**src/rtl/regfile_wb_arbiter.sv**
```systemverilog
// regfile_wb_arbiter: round-robin arbiter sharing the RegFile write port between ALU and load writebacks.
// Optional write-to-read bypass when WB_BYPASS_EN is defined.
module regfile_wb_arbiter #(
    parameter int DATA_W = 32,
    parameter int ADDR_W = 5,
    parameter int CNT_W  = 16
) (
    input  logic              clk,
    input  logic              reset,
    input  logic              wb_stall,
    input  logic              req0_valid,
    output logic              req0_ready,
    input  logic [ADDR_W-1:0] req0_addr,
    input  logic [DATA_W-1:0] req0_data,
    input  logic              req1_valid,
    output logic              req1_ready,
    input  logic [ADDR_W-1:0] req1_addr,
    input  logic [DATA_W-1:0] req1_data,
    output logic              rg_wrt_en,
    output logic [ADDR_W-1:0] rg_wrt_addr,
    output logic [DATA_W-1:0] rg_wrt_data,
    input  logic [ADDR_W-1:0] rd_addr1,
    input  logic [ADDR_W-1:0] rd_addr2,
    output logic [ADDR_W-1:0] rg_rd_addr1,
    output logic [ADDR_W-1:0] rg_rd_addr2,
    input  logic [DATA_W-1:0] rf_rd_data1,
    input  logic [DATA_W-1:0] rf_rd_data2,
    output logic [DATA_W-1:0] rd_data1,
    output logic [DATA_W-1:0] rd_data2,
    output logic [CNT_W-1:0]  wb_count
);
    logic              rr_ptr;
    logic              open;
    logic              grant;
    logic [ADDR_W-1:0] sel_addr;
    logic [DATA_W-1:0] sel_data;
    logic              wr;

    always_comb begin
        open       = !reset && !wb_stall;
        req0_ready = open && req0_valid && (!req1_valid || !rr_ptr);
        req1_ready = open && req1_valid && (!req0_valid || rr_ptr);
        grant      = req0_ready || req1_ready;
        sel_addr   = req1_ready ? req1_addr : req0_addr;
        sel_data   = req1_ready ? req1_data : req0_data;
        wr         = grant && (sel_addr != '0);
    end

    always_ff @(posedge clk) begin
        if (reset) begin
            rr_ptr      <= 1'b0;
            rg_wrt_en   <= 1'b0;
            rg_wrt_addr <= '0;
            rg_wrt_data <= '0;
            wb_count    <= '0;
        end else begin
            if (grant)
                rr_ptr <= req0_ready;
            rg_wrt_en <= wr;
            if (wr) begin
                rg_wrt_addr <= sel_addr;
                rg_wrt_data <= sel_data;
            end
            wb_count <= wb_count + CNT_W'(wr);
        end
    end

    assign rg_rd_addr1 = rd_addr1;
    assign rg_rd_addr2 = rd_addr2;

`ifdef WB_BYPASS_EN
    assign rd_data1 = (rg_wrt_en && rg_wrt_addr == rd_addr1 && rd_addr1 != '0) ? rg_wrt_data : rf_rd_data1;
    assign rd_data2 = (rg_wrt_en && rg_wrt_addr == rd_addr2 && rd_addr2 != '0) ? rg_wrt_data : rf_rd_data2;
`else
    assign rd_data1 = rf_rd_data1;
    assign rd_data2 = rf_rd_data2;
`endif
endmodule
```
**config.mk**
```make
export PLATFORM = sky130hd
export DESIGN_NAME = regfile_wb_arbiter
export DESIGN_NICKNAME = d
export VERILOG_FILES = /design/src/rtl/regfile_wb_arbiter.sv
export SDC_FILE = /design/constraint.sdc
export NUM_CORES = 1
export LEC_CHECK = 0
export ABC_AREA = 1
export ABC_CLOCK_PERIOD_IN_PS = 4000
export CAP_MARGIN = 25
export CORE_AREA = 2 2 109 111
export DETAILED_ROUTE_END_ITERATION = 12
export DIE_AREA = 0 0 111 113
export PLACE_DENSITY = 0.76
export SLEW_MARGIN = 20
export SYNTH_ARGS = -nofsm -noshare
export SYNTH_HDL_FRONTEND = slang
export SYNTH_SLANG_ARGS = --single-unit
```
**constraint.sdc**
```tcl
create_clock -name clk -period 4 [get_ports clk]
set_clock_uncertainty 0.15 [all_clocks]
set_input_delay 0.8 -clock clk [delete_from_list [all_inputs] [get_ports clk]]
set_output_delay 0.8 -clock clk [all_outputs]
set_load 0.05 [all_outputs]
```
Run 1, layout detail:
Region (40, 42) to (70, 72) µm. Cells in gray, sequential cells in the stronger gray; small squares are vias.
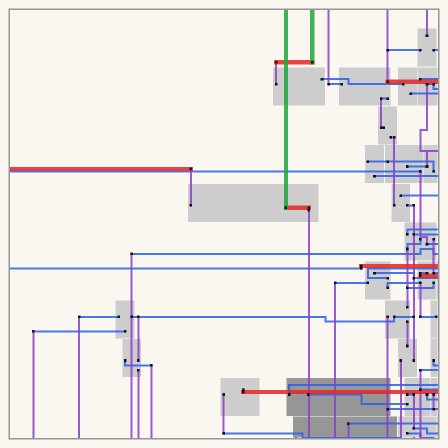
| color | layer |
|---|---|
| purple | met2 |
| green | met4 |
| blue | met1 |
| red | met3 |
most frequent: nand2_1 (7)
cells with their middle in the window: 23
netlist names of flops here include: `rg_wrt_addr` (2)
sequential cells in the window: 2

Run 1, routed metal per tile:
(2 px per µm) The die is cut into 22 by 23 equal tiles; dark purple is low, yellow is high, scaled to the fullest tile. Values are wire area over tile area, all layers added.
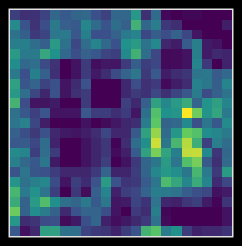
densest ninth of the die: east
emptiest ninth of the die: north-east
nearly empty tiles: 11%
tiles over half the peak: 12%
fullest tile: 0.49
mean over tiles: 0.13

Run 1, selected gate families:
(3 px per µm)
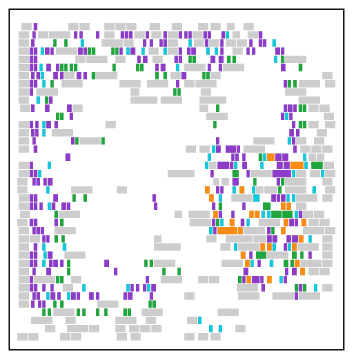
| color | family | cells | most used |
|---|---|---|---|
| cyan | inverters | 67 | inv_1 |
| orange | inverting AOI/OAI gates | 26 | a21oi_1 |
| green | NOR gates | 86 | nor2_1 |
| purple | NAND gates | 213 | nand2_1 |

==> results.sh, run 1 <==
# physical design summary
export IMPL_run_status="finished, final reports clean"
export IMPL_core_um2=11300
export IMPL_comb_cells=328
export IMPL_num_fill_cells=1180
export IMPL_min_path_cells=2
export IMPL_pwr_share_seq=0.408
export IMPL_ys_cells=545
export IMPL_dominant_cell_class="combinational gates"
export IMPL_dr_wl_met3_um=810
export IMPL_yosys_area_top_type_share=0.317
export IMPL_p_comb_w=0.000404
export IMPL_htree_levels=2
export IMPL_grt_busiest_layer="met2"
export IMPL_top_cell="nand2_1"
export IMPL_rows=39
export IMPL_grt_use_total=0.155
export IMPL_area_leaders="dfxtp_1, nand2_1, buf_4"
export IMPL_ys_seq_frac=0.317
export IMPL_reg2reg_to="wb_count[12]"
export IMPL_crit_path_start="wb_stall"
export IMPL_logic_area_um2=1440
export IMPL_grt_ovfl_total=0
export IMPL_flops=55
export IMPL_fin_nets=752
export IMPL_io_pins=283
export IMPL_power_frac_clock=0.315
export IMPL_synth_chip_area_um2=3480
export IMPL_maxCapViolCount=0
export IMPL_drive_gt1_frac=0.0535
export IMPL_syn_mean_instance_area_um2=6.38
export IMPL_cp_slowest_cell="clkdlybuf4s50_1"
export IMPL_report_power_total_w=0.00146
export IMPL_slew_headroom=0.537
export IMPL_antenna_found_initial=0
export IMPL_critPathCaptureType="flip-flop"
export IMPL_cts_clk_slew_worst_paths_ps=80
export IMPL_buffer_area_frac=0.306
export IMPL_final_setup_tns_ps=0
export IMPL_route_detailed_drc=0
export IMPL_rrSetupSlack_ps=1210
export IMPL_cts_made_buffers=5
export IMPL_warnings=26
export IMPL_routed_wl_um=9650
export IMPL_crit_path_end="wb_count[12]"
## run 1: cell families after synthesis
| group | after synthesis | synth area share |
|---|---|---|
| AND/OR/NAND/NOR | 300 | 0.363 |
| buffers and inverters | 162 | 0.269 |
| flip-flops | 55 | 0.317 |
| AND-OR/OR-AND | 26 | 0.0443 |
| adder cells (fa/ha/maj) | 2 | 0.00720 |
## run 1: through the flow
| stage | cells | instance area, µm² | setup WS (ps) |
|---|---|---|---|
| global route | 741 | 4510 | 237 |
| detailed placement | 733 | 4360 | 243 |
| floorplan | 545 | 3480 | 745 |
| global placement | 733 | 4360 | 346 |
| CTS | 741 | 4510 | 566 |
| finish | 741 | 4510 | 527 |
==> run 2: changes to the inputs <==
Settings changed: SKIP_LAST_GASP set to 1.
Run 2, signal wires by layer:
(3 px per µm) Two of the layers only.
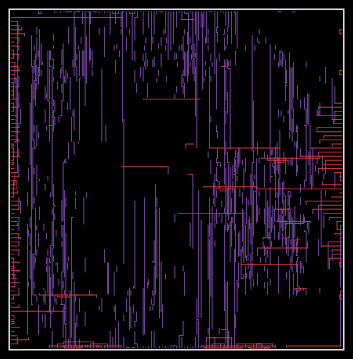
| color | layer | wire length |
|---|---|---|
| purple | met2 | 4740 µm |
| red | met3 | 811 µm |
vias: 3308
Total GRT Usage: 0.155
DR WL/cell: 13.0 µm
final WL: 9650 µm

Run 2, placed standard cells:
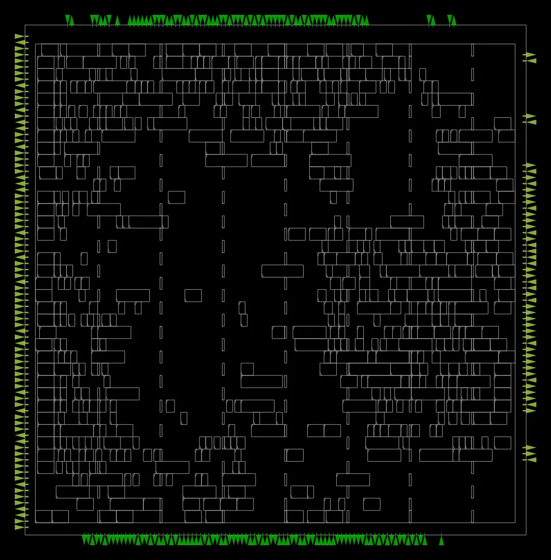
registers: 55
Cell Count, Final, Fillers Out: 741
n_taps: 143
FILL cells: 1180
row cnt: 39

==> run 2 against run 1 <==
Sequential share of layout area is the same. Die size is the same. Area after synthesis is the same. Wire length is the same. Critical path depth is the same. Global-route usage is the same. Non-clock buffer count is the same. Final cell count is the same. Clock power is essentially flat. Setup slack is the same. Via count is the same. Utilization is the same.
==> results.sh, run 2 <==
# physical design summary
export IMPL_run_status="finished, final reports clean"
export IMPL_crit_path_start="wb_stall"
export IMPL_power_frac_clock=0.315
export IMPL_yosys_area_top_type_share=0.317
export IMPL_rrSetupSlack_ps=1210
export IMPL_dominant_cell_class="combinational gates"
export IMPL_synth_xor_xnor_area_share=0
export IMPL_comb_cells=328
export IMPL_crit_path_end="wb_count[12]"
export IMPL_area_leaders="dfxtp_1, nand2_1, buf_4"
export IMPL_dr_wl_met3_um=810
export IMPL_simple_gate_share=0.363
export IMPL_route_detailed_drc=0
export IMPL_ys_seq_frac=0.317
export IMPL_syn_mean_instance_area_um2=6.38
export IMPL_ys_sh_aoi=0.0443
export IMPL_io_pins=283
export IMPL_slew_headroom=0.537
export IMPL_core_um2=11300
export IMPL_antenna_found_initial=0
export IMPL_buffer_area_frac=0.306
export IMPL_pre_cts_slack_ps=243
export IMPL_ys_top_logic_family="simple AND/OR/NAND/NOR gates"
export IMPL_maxCapViolCount=0
export IMPL_grt_ovfl_total=0
-- run 2: cell families (layout without fill, tap and decap cells) --
family,count (synthesis),in the layout
adder cells (fa/ha/maj),2,2
AND/OR/NAND/NOR,300,300
flip-flops,55,55
buffers and inverters,162,215
AND-OR/OR-AND,26,26
-- run 2: per-stage QoR --
| step | instances | cell area, µm² | power (W) |
|---|---|---|---|
| 4_1_cts | 741 | 4510 | 0.00148 |
| 3_5_place_dp | 733 | 4360 | 0.00102 |
| 3_3_place_gp | 733 | 4360 | 0.00101 |
| 2_1_floorplan | 545 | 3480 | 0.00104 |
| 6_report | 741 | 4510 | 0.00146 |
| 5_1_grt | 741 | 4510 | 0.00154 |
Power figures rest on the tool's default switching activity, not on a simulated workload.
